`src/rtl/spi_reg_tx_if.sv`:
```
// spi_reg_tx_if
//   Bundles the command handshake and SPI pins of spi_reg_tx.
//   master : command source (drives i_valid/i_cmd/i_data, observes the rest)
//   slave  : spi_reg_tx itself
//   Signals:
//     i_valid  command offered           o_ready  command can be accepted
//     i_cmd    4-bit register command    i_data   12-bit payload
//     o_sclk   SPI clock, idle low       o_ss_n   active-low slave select
//     o_mosi   serial data, MSB first    o_busy   frame in flight or queued
//     o_done   one-cycle pulse per completed frame
interface spi_reg_tx_if;
  logic        i_valid;
  logic        o_ready;
  logic [3:0]  i_cmd;
  logic [11:0] i_data;
  logic        o_sclk;
  logic        o_ss_n;
  logic        o_mosi;
  logic        o_busy;
  logic        o_done;

  modport master (
    output i_valid, i_cmd, i_data,
    input  o_ready, o_sclk, o_ss_n, o_mosi, o_busy, o_done
  );

  modport slave (
    input  i_valid, i_cmd, i_data,
    output o_ready, o_sclk, o_ss_n, o_mosi, o_busy, o_done
  );
endinterface

```
`src/rtl/spi_reg_tx.sv`:
```
// spi_reg_tx
//   Serialises a register command (4-bit code + 1/6/12-bit payload) onto an
//   SPI link, mode 0 (SCLK idle low, MOSI changes while SCLK low).
//   Frame: SETUP, then per bit HIGH (and LOW between bits), then HOLD with
//   select still asserted, then GAP with select released for SS_GAP cycles.
//
//   Parameters:
//     CLK_DIV : clk cycles per SCLK half-period (2..255)
//     SS_GAP  : minimum clk cycles o_ss_n stays high between frames (1..255)
//
//   Ports:
//     clk   : system clock, rising edge
//     reset : synchronous, active-high; aborts any frame and drops any queued command
//     bus   : spi_reg_tx_if.slave (handshake + SPI pins, see interface header)
//
//   Build option:
//     SPI_REG_TX_QUEUE_EN : adds a one-entry holding register so a command can
//     be accepted while a frame is in flight; it launches straight from GAP
//     into SETUP. Without it, commands are accepted only in IDLE.
module spi_reg_tx #(
  parameter int CLK_DIV = 4,
  parameter int SS_GAP  = 2
) (
  input  logic         clk,
  input  logic         reset,
  spi_reg_tx_if.slave  bus
);

  typedef enum logic [2:0] {
    IDLE  = 3'd0,
    SETUP = 3'd1,
    HIGH  = 3'd2,
    LOW   = 3'd3,
    HOLD  = 3'd4,
    GAP   = 3'd5
  } state_t;

  localparam logic [7:0] DIV_LAST = 8'(CLK_DIV - 1);
  localparam logic [7:0] GAP_LAST = 8'(SS_GAP - 1);

  // Frame left-aligned in 16 bits: cmd first, then the low LEN payload bits.
  function automatic logic [15:0] build_frame(input logic [3:0] cmd,
                                              input logic [11:0] data);
    logic [15:0] f;
    if (cmd == 4'd3)
      f = {cmd, data};
    else if (cmd == 4'd0 || cmd == 4'd1 || cmd == 4'd2 || cmd == 4'd4)
      f = {cmd, data[5:0], 6'b0};
    else
      f = {cmd, data[0], 11'b0};
    return f;
  endfunction

  // Number of bits after the first one, i.e. frame length minus one.
  function automatic logic [3:0] bits_after_first(input logic [3:0] cmd);
    logic [3:0] n;
    if (cmd == 4'd3)
      n = 4'd15;
    else if (cmd == 4'd0 || cmd == 4'd1 || cmd == 4'd2 || cmd == 4'd4)
      n = 4'd9;
    else
      n = 4'd4;
    return n;
  endfunction

  state_t      state_q, state_d;
  logic [7:0]  cnt_q, cnt_d;
  logic [3:0]  bits_q, bits_d;
  logic [15:0] sh_q, sh_d;
  logic        sclk_q, sclk_d;
  logic        ss_n_q, ss_n_d;
  logic        mosi_q, mosi_d;
  logic        done_q, done_d;

  logic        ready;
  logic        accept;
  logic        launch;
  logic [3:0]  launch_cmd;
  logic [11:0] launch_data;
  logic [15:0] launch_frame;

`ifdef SPI_REG_TX_QUEUE_EN
  logic        hold_vld_q, hold_vld_d;
  logic [3:0]  hold_cmd_q, hold_cmd_d;
  logic [11:0] hold_data_q, hold_data_d;
  logic        take_input;

  assign ready       = !hold_vld_q;
  assign bus.o_busy  = (state_q != IDLE) || hold_vld_q;
`else
  assign ready       = (state_q == IDLE);
  assign bus.o_busy  = (state_q != IDLE);
`endif

  assign accept       = bus.i_valid && ready;
  assign bus.o_ready  = ready;
  assign bus.o_sclk   = sclk_q;
  assign bus.o_ss_n   = ss_n_q;
  assign bus.o_mosi   = mosi_q;
  assign bus.o_done   = done_q;

  always_comb begin
    state_d     = state_q;
    cnt_d       = cnt_q + 8'd1;
    bits_d      = bits_q;
    sh_d        = sh_q;
    sclk_d      = sclk_q;
    ss_n_d      = ss_n_q;
    mosi_d      = mosi_q;
    done_d      = 1'b0;
    launch      = 1'b0;
    launch_cmd  = bus.i_cmd;
    launch_data = bus.i_data;
`ifdef SPI_REG_TX_QUEUE_EN
    hold_vld_d  = hold_vld_q;
    hold_cmd_d  = hold_cmd_q;
    hold_data_d = hold_data_q;
    take_input  = 1'b0;
`endif

    unique case (state_q)
      IDLE: begin
        cnt_d = 8'd0;
`ifdef SPI_REG_TX_QUEUE_EN
        if (hold_vld_q) begin
          launch      = 1'b1;
          launch_cmd  = hold_cmd_q;
          launch_data = hold_data_q;
          hold_vld_d  = 1'b0;
        end else if (accept) begin
          launch     = 1'b1;
          take_input = 1'b1;
        end
`else
        if (accept) launch = 1'b1;
`endif
      end

      SETUP, LOW: begin
        if (cnt_q == DIV_LAST) begin
          state_d = HIGH;
          cnt_d   = 8'd0;
          sclk_d  = 1'b1;
        end
      end

      HIGH: begin
        if (cnt_q == DIV_LAST) begin
          cnt_d  = 8'd0;
          sclk_d = 1'b0;
          if (bits_q == 4'd0) begin
            state_d = HOLD;
          end else begin
            // Next bit goes out together with the falling SCLK edge.
            state_d = LOW;
            bits_d  = bits_q - 4'd1;
            sh_d    = {sh_q[14:0], 1'b0};
            mosi_d  = sh_q[14];
          end
        end
      end

      HOLD: begin
        if (cnt_q == DIV_LAST) begin
          state_d = GAP;
          cnt_d   = 8'd0;
          ss_n_d  = 1'b1;
          mosi_d  = 1'b0;
          done_d  = 1'b1;
        end
      end

      GAP: begin
        if (cnt_q == GAP_LAST) begin
          state_d = IDLE;
`ifdef SPI_REG_TX_QUEUE_EN
          // A pending command skips IDLE so select stays high only SS_GAP cycles.
          if (hold_vld_q) begin
            launch      = 1'b1;
            launch_cmd  = hold_cmd_q;
            launch_data = hold_data_q;
            hold_vld_d  = 1'b0;
          end else if (accept) begin
            launch     = 1'b1;
            take_input = 1'b1;
          end
`endif
        end
      end

      default: begin
        state_d = IDLE;
        cnt_d   = 8'd0;
        sclk_d  = 1'b0;
        ss_n_d  = 1'b1;
        mosi_d  = 1'b0;
      end
    endcase

    launch_frame = build_frame(launch_cmd, launch_data);

    if (launch) begin
      state_d = SETUP;
      cnt_d   = 8'd0;
      ss_n_d  = 1'b0;
      sclk_d  = 1'b0;
      sh_d    = launch_frame;
      mosi_d  = launch_frame[15];
      bits_d  = bits_after_first(launch_cmd);
    end

`ifdef SPI_REG_TX_QUEUE_EN
    // Anything accepted but not launched this cycle waits in the holding register.
    if (accept && !take_input) begin
      hold_vld_d  = 1'b1;
      hold_cmd_d  = bus.i_cmd;
      hold_data_d = bus.i_data;
    end
`endif
  end

  // Control and SPI output registers
  always_ff @(posedge clk) begin
    if (reset) begin
      state_q <= IDLE;
      cnt_q   <= 8'd0;
      bits_q  <= 4'd0;
      sclk_q  <= 1'b0;
      ss_n_q  <= 1'b1;
      mosi_q  <= 1'b0;
      done_q  <= 1'b0;
    end else begin
      state_q <= state_d;
      cnt_q   <= cnt_d;
      bits_q  <= bits_d;
      sclk_q  <= sclk_d;
      ss_n_q  <= ss_n_d;
      mosi_q  <= mosi_d;
      done_q  <= done_d;
    end
  end

  // Data registers: contents are don't-care until a launch loads them
  always_ff @(posedge clk) begin
    sh_q <= sh_d;
  end

`ifdef SPI_REG_TX_QUEUE_EN
  always_ff @(posedge clk) begin
    if (reset) hold_vld_q <= 1'b0;
    else       hold_vld_q <= hold_vld_d;
  end

  always_ff @(posedge clk) begin
    hold_cmd_q  <= hold_cmd_d;
    hold_data_q <= hold_data_d;
  end
`endif

endmodule

```
`src/flat_wrapper.sv`:
```
// flat-port wrapper written by rule: the top's interface ports become plain ports
module spi_reg_tx_flat 
#(
  parameter int CLK_DIV = 4,
  parameter int SS_GAP  = 2
)
  (clk, reset, bus_i_valid, bus_i_cmd, bus_i_data, bus_o_ready, bus_o_sclk, bus_o_ss_n, bus_o_mosi, bus_o_busy, bus_o_done);
  spi_reg_tx_if bus_i ();
  input  logic clk;
  input  logic reset;
  input wire logic [$bits(bus_i.i_valid)-1:0] bus_i_valid;
  input wire logic [$bits(bus_i.i_cmd)-1:0] bus_i_cmd;
  input wire logic [$bits(bus_i.i_data)-1:0] bus_i_data;
  output wire logic [$bits(bus_i.o_ready)-1:0] bus_o_ready;
  output wire logic [$bits(bus_i.o_sclk)-1:0] bus_o_sclk;
  output wire logic [$bits(bus_i.o_ss_n)-1:0] bus_o_ss_n;
  output wire logic [$bits(bus_i.o_mosi)-1:0] bus_o_mosi;
  output wire logic [$bits(bus_i.o_busy)-1:0] bus_o_busy;
  output wire logic [$bits(bus_i.o_done)-1:0] bus_o_done;
  assign bus_i.i_valid = bus_i_valid;
  assign bus_i.i_cmd = bus_i_cmd;
  assign bus_i.i_data = bus_i_data;
  assign bus_o_ready = bus_i.o_ready;
  assign bus_o_sclk = bus_i.o_sclk;
  assign bus_o_ss_n = bus_i.o_ss_n;
  assign bus_o_mosi = bus_i.o_mosi;
  assign bus_o_busy = bus_i.o_busy;
  assign bus_o_done = bus_i.o_done;
  spi_reg_tx #(.CLK_DIV(CLK_DIV), .SS_GAP(SS_GAP)) u_core (.clk(clk), .reset(reset), .bus(bus_i));
endmodule
```
`config.mk`:
```
export PLATFORM = sky130hd
export DESIGN_NAME = spi_reg_tx_flat
export DESIGN_NICKNAME = d
export VERILOG_FILES = /design/src/rtl/spi_reg_tx_if.sv /design/src/rtl/spi_reg_tx.sv /design/src/flat_wrapper.sv
export SDC_FILE = /design/constraint.sdc
export NUM_CORES = 1
export LEC_CHECK = 0
export ABC_AREA = 1
export CORE_AREA = 8 8 54 101
export DETAILED_ROUTE_END_ITERATION = 8
export DIE_AREA = 0 0 62 109
export PLACE_DENSITY = 0.66
export SLEW_MARGIN = 20
export SYNTH_ARGS = -nofsm -noshare
export SYNTH_HDL_FRONTEND = slang
export SYNTH_SLANG_ARGS = --single-unit
```
`constraint.sdc`:
```
create_clock -name clk -period 2 [get_ports clk]
set_clock_uncertainty 0.05 [all_clocks]
set_input_delay 0.4 -clock clk [delete_from_list [all_inputs] [get_ports clk]]
set_output_delay 0.4 -clock clk [all_outputs]
set_load 0.02 [all_outputs]
```
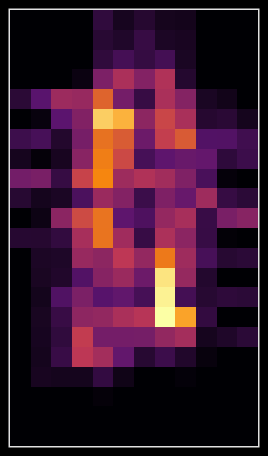
run_1/route_heat.png
(4 px per um) 12 x 22 tiles, from black (low) to pale yellow (high), scaled to the fullest tile. Values are wire area over tile area, all layers added.
- tiles over half the peak: 8.0%
- fullest tile: 0.48
- densest ninth of the die: centre
GR Util All Layers: 12.6%
Routed WL per cell: 11.6 um
routed wire length: 3800 um
via count: 1576

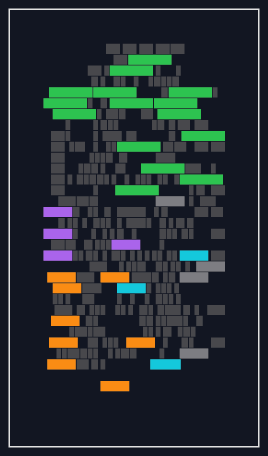
run_1/ff_map.png
(4 px per um) Other sequential cells in the stronger grey, the rest of the logic in the fainter grey.
- u_core.cnt_q: orange (sequential cells 8; where south-west)
- u_core.sh_q: green (sequential cells 15)
- u_core.bits_q: purple (sequential cells 4; where west)
- u_core.state_q: cyan (sequential cells 3)
- not coloured: 4
Post-Route Utilization: 53.1%
Sequential Power: 1070 uW
FF/Latch Area: 832 um2

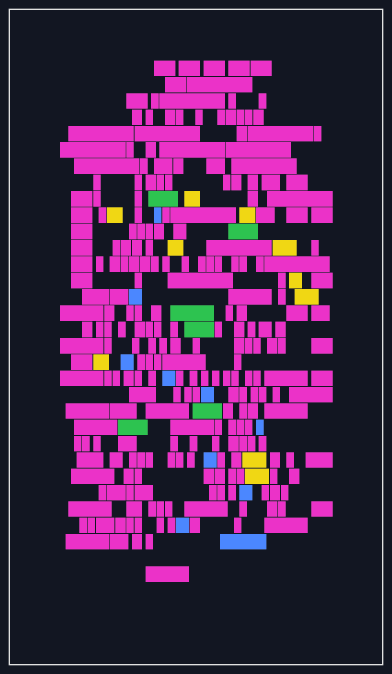
run_1/sizing.png
(6 px per um)
- x2: blue (cells 10)
- x3 and x4: yellow (cells 10)
- x1 and smaller: magenta (cells 248)
- x6 and larger: green (cells 6)
Repair and plain buffers: 30
final setup margin: 236 ps

==> flow_summary.toml, run 1 <==
# generated from flow reports
[outcome]
status = "complete, no violations"

[power]
ir_worst_vdd_mv = 0.675
powerDensity_nw_per_um2 = 1260
clock_power_share_pct = 16.8
intPower_uw = 1730
switching_power_uw = 1090
total_power_uw = 2830

[logic_synthesis]
netlist_instances = 239
synth_seq_share_pct = 45.7
synth_cell_types = 26
top_cells_by_area = "edfxtp_1, dfxtp_1, nand2_1, nor2_1, nand3_1"
synth.largest_area_cell = "edfxtp_1"
yosys_warnings = 0
top_area_share_pct = 24.8
yosysChipArea_um2 = 1820

[critical_path]
critPathTopFamily = "buffers and inverters"
r2r-end = "u_core.sh_q[0]"
critPathKind = "flip-flop to primary output"
endpoint_kind = "primary output"
crit_cells = 4
cp_max_fo = 5
worst_path_largest_cell_delay_ps = 360
cp.arrival_ps = 1310
timing.reg2reg.setup_slack_ps = 330
crit_chain = "nor2_4, nand2_4, inv_4, dlygate4sd2_1"
cp_slowest_cell = "dfxtp_1"
cp.required_ps = 1550
r2r_start = "u_core.bits_q[0]"

[sta]
drv_slew = 0
tightest_slew_ps = 293
fmax_ghz = 0.567
min_period_over_period_pct = 88.2
rsz0062_at_grt = "no"
hold_viol_final = 0
setup_viol = 0
min_period_ps = 1760

[final_layout]
final.fill_count = 383
final_cells = 328
area_growth_syn_to_layout_pct = 23.1
nets = 296
design_area_um2 = 2240

[clock_tree]
clk_pin_slew_ps = 60
cts.sinks = 34
cts_tree = "done"
htree_levels = 2
cts_inserted_buffers = 5
clock_latency_ps = 270
clockBufferDepth = 2
post-cts-setup-buffers = 0

[place]
gp_congestion = 0.885
dpl-instance-area_um2 = 2150
place_ws_ps = 108
portBuffers = 24
dp_hpwl_um = 2900
dp.cells = 320

[worst_hold_path]
hold_depth = 2
hp-start = "u_core.bits_q[1]"

[global_routing]
grt_pass1_vias = 1534
overflow = 0
antenna_found_initial = 0

[routing]
ant_nets = 0
remaining_drc_errors = 0
drt_first_pass_iters = 4

[floorplanning]
io_pins = 25
fp_util_pct = 43.1
core_area_um2 = 4210
die_x_um = 62

[flow_run]
tool_warnings = 28
drv_cap = 0
## run 1: cells in the mapped netlist
master	count
buf_2	1
nand3_1	22
ha_1	4
o21ai_0	11
dfxtp_1	19
and3_1	1
or2_2	2
nor2_1	32
nand4_1	1
nor3_1	3
xnor2_1	2
inv_1	22
nor3b_1	1
inv_4	1
nand2_1	73
a22o_1	4
buf_4	1
inv_2	2
buf_8	1
a21oi_1	7
xor2_1	4
o22ai_1	1
nor2_4	2
edfxtp_1	15
nand2_4	2
nand2_2	5
## run 1: worst min-delay path: stages (launching register included)
cell	delay, ps
dfxtp_1	310
nand2_1	60
a21oi_1	50
## run 1: cell usage in the layout, fill, tap and decap left out, drive strengths merged
master,count
or2,2
nand4,1
ha,4
nor3,3
dlymetal6s2s,1
buf,6
nor2,34
and3,1
o21ai,11
inv,25
dlygate4sd2,1
o22ai,1
clkdlybuf4s50,22
nand2,80
a22o,4
edfxtp,15
nor3b,1
nand3,22
dfxtp,19
a21oi,7
clkbuf,8
xnor2,2
xor2,4
## run 1: area by class of cell
| cell class | count | area (um2) | share of cell area, % |
|---|---|---|---|
| inverters | 25 | 96.3 | 4.31 |
| multi-input cells | 177 | 862 | 38.5 |
| flip-flops and latches | 34 | 832 | 37.2 |
| repair buffers | 30 | 299 | 13.4 |
| clock buffers | 8 | 80.1 | 3.58 |
| well taps | 54 | 67.6 | 3.02 |
## run 1: registers in the layout, indices dropped and copies added, names as in the netlist
name,cells
u_core.bits_q,4
u_core.bus.o_mosi,1
u_core.bus.o_sclk,1
u_core.sh_q,15
u_core.bus.o_ss_n,1
u_core.state_q,3
u_core.bus.o_done,1
u_core.cnt_q,8
## run 1: power by group through the flow
stage	registers (uW)	clock network (uW)	logic (uW)
2_1_floorplan	1090	0	909
3_3_place_gp	1080	0	1290
3_5_place_dp	1080	0	1300
4_1_cts	1070	498	1290
5_1_grt	1090	526	1450
6_report	1070	473	1280
## run 1: kinds of logic (layout without fill, tap and decap cells)
group | Yosys count | count (layout) | share of synthesized area (%)
adder cells (fa/ha/maj) | 4 | 4 | 2.75
XOR/XNOR | 6 | 6 | 2.89
AND/OR/NAND/NOR | 144 | 144 | 34.6
AND-OR/OR-AND | 23 | 23 | 7.23
flip-flops | 34 | 34 | 45.7
buffers and inverters | 28 | 63 | 6.82
## run 1: worst max path at each step
stage                            from          endpoint  slack (ps)
detailed placement        bus_i_valid    u_core.sh_q[8]         110
global route        u_core.state_q[0]       bus_o_ready         170
CTS                 u_core.state_q[0]        bus_o_busy          20
finish              u_core.state_q[0]       bus_o_ready         240
global placement          bus_i_valid    u_core.sh_q[9]         150
floorplan            u_core.bits_q[0]  u_core.bits_q[3]         430
## run 1: per-layer routing
metal	track usage (%)	up-vias	wire [um]	part of all wire (%)
met3	3.43	2	208	5.5
met1	15.9	699	1760	46
met4	5.91	0	24	0.63
met5	0	-	0	0
met2	19.2	37	1810	48
li1	-	838	-	-
## run 1: what timing repair did
item | 4_1_cts | 5_1_grt
hold buffers | 0 | 0
gates resized | 2 | 1
endpoints found under the setup margin | 2 | 1
==> run 2: changes to the inputs <==
Clock period 2 ns to 2.1 ns, I/O delays scaled along.
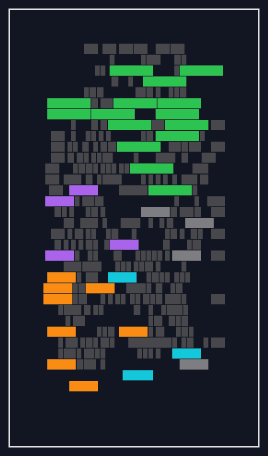
run_2/ff_map.png
(4 px per um) Other sequential cells in the stronger grey, the rest of the logic in the fainter grey.
- u_core.cnt_q: orange (sequential cells 8)
- u_core.state_q: cyan (sequential cells 3)
- u_core.bits_q: purple (sequential cells 4; where west)
- u_core.sh_q: green (sequential cells 15)
- not coloured: 4
Sequential Power: 1030 uW
Post-Route Utilization: 53.5%
Seq area share: 36.9%

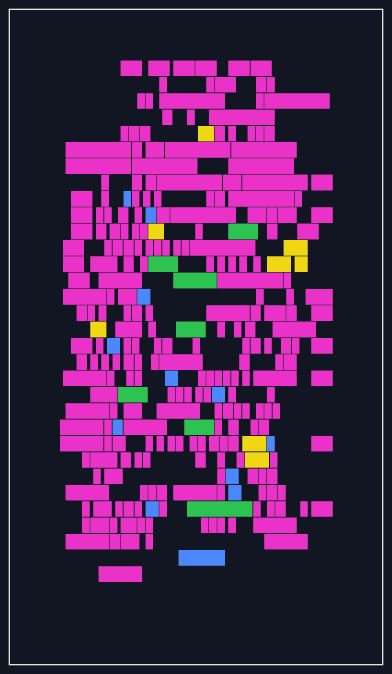
run_2/sizing.png
(6 px per um)
- x1 and smaller: magenta (cells 245)
- x6 and larger: green (cells 7)
- x3 and x4: yellow (cells 8)
- x2: blue (cells 12)
final setup margin: 112 ps
P&R area growth vs syn: 24.0%
cell area after layout: 2250 um2
Repair and plain buffers: 28

==> flow_summary.toml, run 2 <==
# generated from flow reports
[worst_hold_path]
hp-class = "flip-flop to flip-flop"
holdPathEnd = "u_core.bits_q[0]"
hold_depth = 2
hp-start = "u_core.bits_q[0]"

[routing]
drt_first_pass_iters = 4
drt_iter0_markers = 51
via_per_inst = 4.88
vias = 1591
wl_per_cell_um = 11.8
ant_nets = 0
remaining_drc_errors = 0
routed_wl_um = 3840

[logic_synthesis]
edf_count = 15
avgSynthCellArea_um2 = 7.60
async_flop_share_pct = 0
syn-cell-area_um2 = 1820
ff_type = "dfxtp_1"
yosysChipArea_um2 = 1820
ys_top_cells_by_count = "nand2_1, nor2_1, inv_1, nand3_1, dfxtp_1"
yosys_warnings = 0
numSynthFlops = 34
ys_cells = 239
top_cells_by_area = "edfxtp_1, dfxtp_1, nand2_1, nor2_1, nand3_1"
synth_seq_share_pct = 45.7
synth_cell_types = 26
top_area_share_pct = 24.8
synth.largest_area_cell = "edfxtp_1"
netlist_instances = 239
most_common_cell = "nand2_1"
synth_nets = 262

[sta]
tightest_slew_ps = 310
min_period_over_period_pct = 94.7
setup_viol = 0
slew_headroom_pct = 79.1
rsz0062_at_grt = "no"
tns_ps = 0
drv_slew = 0
fmax_ghz = 0.503
min_period_ps = 1990
hold_viol_final = 0

[critical_path]
cp_max_fo = 5
cp.required_ps = 1630
r2r-end = "u_core.sh_q[4]"
cp-start-kind = "flip-flop"
timing.reg2reg.setup_slack_ps = 430
critPathKind = "flip-flop to primary output"
r2r_start = "u_core.bits_q[0]"
endpoint_kind = "primary output"
r2r_cells = 8
cp.arrival_ps = 1520

[power]
p_sw_share_pct = 37.7
switching_power_uw = 1070
clock_power_share_pct = 20.7
intPower_uw = 1760
power_frac_seq_pct = 36.2
powerDensity_nw_per_um2 = 1260
p_leak_uw = 0.000980
power_frac_comb_pct = 43.0
ir_worst_vdd_mv = 0.690

[clock_tree]
cts.sinks = 34
clockBufferDepth = 2
clk_pin_slew_ps = 70
cts_resized = 0
post-cts-setup-buffers = 0
clock_latency_ps = 280
htree_levels = 2
cts_inserted_buffers = 5
cts_tree = "done"
cts_root_buf = "clkbuf_8"
cts-hold-fix-buffers = 0

[place]
dp_hpwl_um = 2930
gp_congestion = 0.885
dp.cells = 318
portBuffers = 24
place_ws_ps = 147

[floorplanning]
die_area_um2 = 6760
io_pins = 25
dieHeight_um = 109
fp_util_pct = 43.1
core_area_um2 = 4210
die_x_um = 62
rows = 34

[final_layout]
final_cells = 326
nets = 294
largest_reg_flops = 15
diodes = 0
top_register = "u_core.sh_q"
layout_top_cells = "nand2_1, nor2_1, clkdlybuf4s50_1"
final_layout_top_logic_cell = "nand2_1"
largest_registers = "u_core.sh_q x15, u_core.cnt_q x8, u_core.bits_q x4"
layout-drive-gt1-share_pct = 9.93

[global_routing]
top_usage_layer = "met2"
grt_max_degree = 21
grt_util_met1_pct = 16.4
grt_use_total_pct = 13.1
grt_pass1_vias = 1636
overflow = 0
grt_pass1_wl_um = 6900
met2_usage_pct = 20.3
antenna_found_initial = 0
globalRouteMet3Util_pct = 3.43

[outcome]
status = "complete, no violations"

[flow_run]
drv_cap = 0
tool_warnings = 28
[run 2: cell counts after synthesis]
No cell type changed its count.
[run 2: metal layers]
metal / vias up / wire [um]
li1: 833 / -
met1: 719 / 1720
met2: 35 / 1840
met3: 4 / 244
met4: 0 / 43
met5: - / 0
[run 2: kinds of logic (layout without fill, tap and decap cells)]
family | Yosys count | count (layout) | share of synthesized area, %
buffers and inverters | 28 | 61 | 6.82
AND-OR/OR-AND | 23 | 23 | 7.23
XOR/XNOR | 6 | 6 | 2.89
flip-flops | 34 | 34 | 45.7
adder cells (fa/ha/maj) | 4 | 4 | 2.75
AND/OR/NAND/NOR | 144 | 144 | 34.6
[run 2: how the worst max path moves through the flow]
stage                                  from                to  slack (ps)
final                     u_core.state_q[0]        bus_o_busy         110
after global routing      u_core.state_q[0]        bus_o_busy          40
after CTS                 u_core.state_q[1]       bus_o_ready          20
after detailed placement        bus_i_valid    u_core.sh_q[6]         150
after global placement         bus_i_cmd[0]   u_core.sh_q[10]         220
after floorplan            u_core.bits_q[0]  u_core.bits_q[3]         530
[run 2: stage by stage]
step	power [uW]	area [um2]	hold slack, ps
3_5_place_dp	2260	2140	393
2_1_floorplan	1910	1820	380
6_report	2830	2250	408
4_1_cts	2850	2250	411
5_1_grt	3060	2250	432
3_3_place_gp	2240	2140	387
[run 2: power by group through the flow]
stage                     clock network (uW)  registers, uW  logic (uW)
after global routing                     629           1050        1380
after floorplan                            0           1040         865
after global placement                     0           1030        1200
final                                    586           1030        1220
after CTS                                595           1020        1230
after detailed placement                   0           1030        1230
[run 2: worst max-delay path, cell delays in order (launching register included)]
cell,delay (ps)
dfxtp_1,440
nor2_4,80
nand2_4,110
clkdlybuf4s50_1,610
[run 2: area by class of cell]
type | instances | area, um2
well taps | 54 | 67.6
clock inverters | 3 | 40.0
fillers | 383 | 1960
clock buffers | 5 | 68.8
repair buffers | 28 | 285
inverters | 25 | 96.3
flip-flops and latches | 34 | 832
multi-input cells | 177 | 862
==> run 3: changes to the inputs <==
Settings changed: CAP_MARGIN set to 15, CTS_BUF_LIST set to sky130_fd_sc_hd__clkbuf_8.
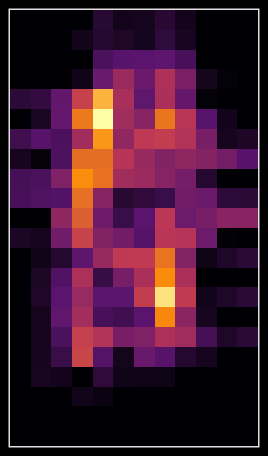
run_3/route_heat.png
(4 px per um) 12 x 22 tiles, from black (low) to pale yellow (high), scaled to the fullest tile. Values are wire area over tile area, all layers added.
- mean over tiles: 0.091
- tiles over half the peak: 9.5%
- emptiest ninth of the die: south-east
- nearly empty tiles: 34%
- fullest tile: 0.47
- densest ninth of the die: centre
Routed WL per cell: 11.8 um
routed wire length: 3840 um
GR Util All Layers: 13.1%
via count: 1591

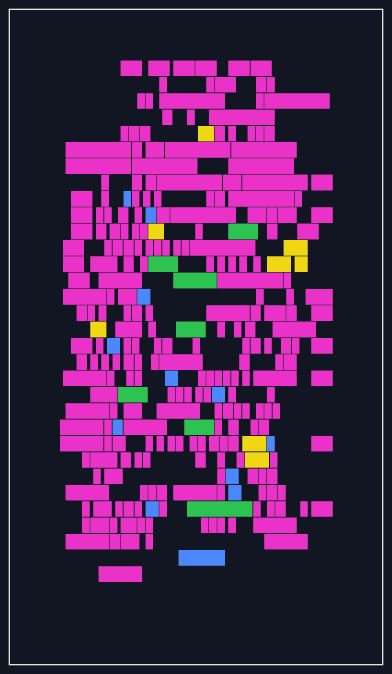
run_3/sizing.png
(6 px per um)
- x3 and x4: yellow (cells 8)
- x1 and smaller: magenta (cells 245)
- x2: blue (cells 12)
- x6 and larger: green (cells 7)

==> flow_summary.toml, run 3 <==
# generated from flow reports
[clock_tree]
clock_latency_ps = 280
post-cts-setup-buffers = 0
cts.sinks = 34
cts-hold-fix-buffers = 0
cts_tree = "done"
htree_levels = 2
clockBufferDepth = 2
cts_inserted_buffers = 5
clk_pin_slew_ps = 70
cts_root_buf = "clkbuf_8"

[power]
ir_worst_vdd_mv = 0.690
powerDensity_nw_per_um2 = 1260
p_leak_uw = 0.000980

[sta]
slew_headroom_pct = 79.1
tightest_slew_ps = 310
hold_ws_ps = 408
drv_slew = 0
hold_viol_final = 0
rsz0062_at_grt = "no"
fmax_ghz = 0.503
tns_ps = 0
min_period_ps = 1990
layout_setup_ws_ps = 112
min_period_over_period_pct = 94.7
setup_viol = 0

[logic_synthesis]
avgSynthCellArea_um2 = 7.60
synth.largest_area_cell = "edfxtp_1"
synth_nets = 262
synth_cell_types = 26
syn-cell-area_um2 = 1820
top_cells_by_area = "edfxtp_1, dfxtp_1, nand2_1, nor2_1, nand3_1"
edf_count = 15
yosys_warnings = 0
async_flop_share_pct = 0
synth_seq_share_pct = 45.7
ys_top_cells_by_count = "nand2_1, nor2_1, inv_1, nand3_1, dfxtp_1"
ff_type = "dfxtp_1"
top_area_share_pct = 24.8
ys_cells = 239
netlist_instances = 239
numSynthFlops = 34
yosysChipArea_um2 = 1820
most_common_cell = "nand2_1"

[routing]
wl_met2_um = 1840
drt_iter0_markers = 51
drt-met1-wl_um = 1720
top_layer_used = "met4"
drt_first_pass_iters = 4
ant_nets = 0
remaining_drc_errors = 0
via_per_inst = 4.88
wl_met3_um = 244

[worst_hold_path]
hold_depth = 2
hp-class = "flip-flop to flip-flop"

[global_routing]
overflow = 0
grt_pass1_wl_um = 6900
grt_pass1_vias = 1636
antenna_found_initial = 0
grt_max_degree = 21

[flow_run]
tool_warnings = 28
drv_cap = 0

[critical_path]
endpoint_kind = "primary output"
cp-start-kind = "flip-flop"
critPathKind = "flip-flop to primary output"
cp.required_ps = 1630
cp.arrival_ps = 1520
cp_max_fo = 5
r2r_cells = 8

[place]
gp_congestion = 0.885
dp_hpwl_um = 2930
dp.cells = 318
portBuffers = 24
place_ws_ps = 147

[final_layout]
top_register = "u_core.sh_q"
largest_registers = "u_core.sh_q x15, u_core.cnt_q x8, u_core.bits_q x4"
layout_top_cells = "nand2_1, nor2_1, clkdlybuf4s50_1"
final_layout_top_logic_cell = "nand2_1"
area_growth_syn_to_layout_pct = 24.0
diodes = 0
final_cells = 326
nets = 294
largest_reg_flops = 15
layout-drive-gt1-share_pct = 9.93
fin_util_pct = 53.5

[floorplanning]
die_area_um2 = 6760
rows = 34
io_pins = 25
dieHeight_um = 109
die_x_um = 62
fp_util_pct = 43.1
core_area_um2 = 4210

[outcome]
status = "complete, no violations"
## run 3: cell counts after synthesis
No cell type changed its count.
## run 3: power breakdown
part,internal (uW),total [uW],switching [uW]
sequential,929,1030,96.6
combinational,485,1220,732
clock,349,586,237
## run 3: critical path, stage by stage, from the launching register on
cell and delay [ps]:
dfxtp_1 440, nor2_4 80, nand2_4 110, clkdlybuf4s50_1 610
## run 3: cells by family after synthesis
logic type,after synthesis,synth area share (%)
buffers and inverters,28,6.82
and+or+nand+nor,144,34.6
AOI/OAI and AO/OA,23,7.23
adders and majority gates,4,2.75
xor gates and xnor gates,6,2.89
DFF,34,45.7
## run 3: timing repair
action	in CTS	in global routing
endpoints found under the setup margin	0	2
hold endpoints to repair	0	0
gates resized	0	2
## run 3: worst paths after layout
check | from | slack [ps] | endpoint
setup / recovery | u_core.state_q[0] | 110 | bus_o_busy
setup reg to reg | u_core.bits_q[0] | 430 | u_core.sh_q[4]
hold reg to reg | u_core.bits_q[0] | 410 | u_core.bits_q[0]
hold / removal | u_core.bits_q[0] | 410 | u_core.bits_q[0]
## run 3: stage by stage
step                      power, uW  cell area (um2)
final                          2830             2250
after global routing           3060             2250
after CTS                      2850             2250
after detailed placement       2260             2140
after global placement         2240             2140
after floorplan                1910             1820
## run 3: layer usage
| layer | vias to the layer above | global-route usage, % |
|---|---|---|
| met3 | 4 | 3.43 |
| met4 | 0 | 5.42 |
| li1 | 833 | - |
| met5 | - | 0 |
| met1 | 719 | 16.4 |
| met2 | 35 | 20.3 |
## run 3: area by class of cell
cell class | count | area, um2
inverters | 25 | 96.3
well taps | 54 | 67.6
fillers | 383 | 1960
multi-input cells | 177 | 862
clock buffers | 5 | 68.8
flip-flops and latches | 34 | 832
repair buffers | 28 | 285
clock inverters | 3 | 40.0
No activity file was given, so power comes from the tool's default toggle rates.
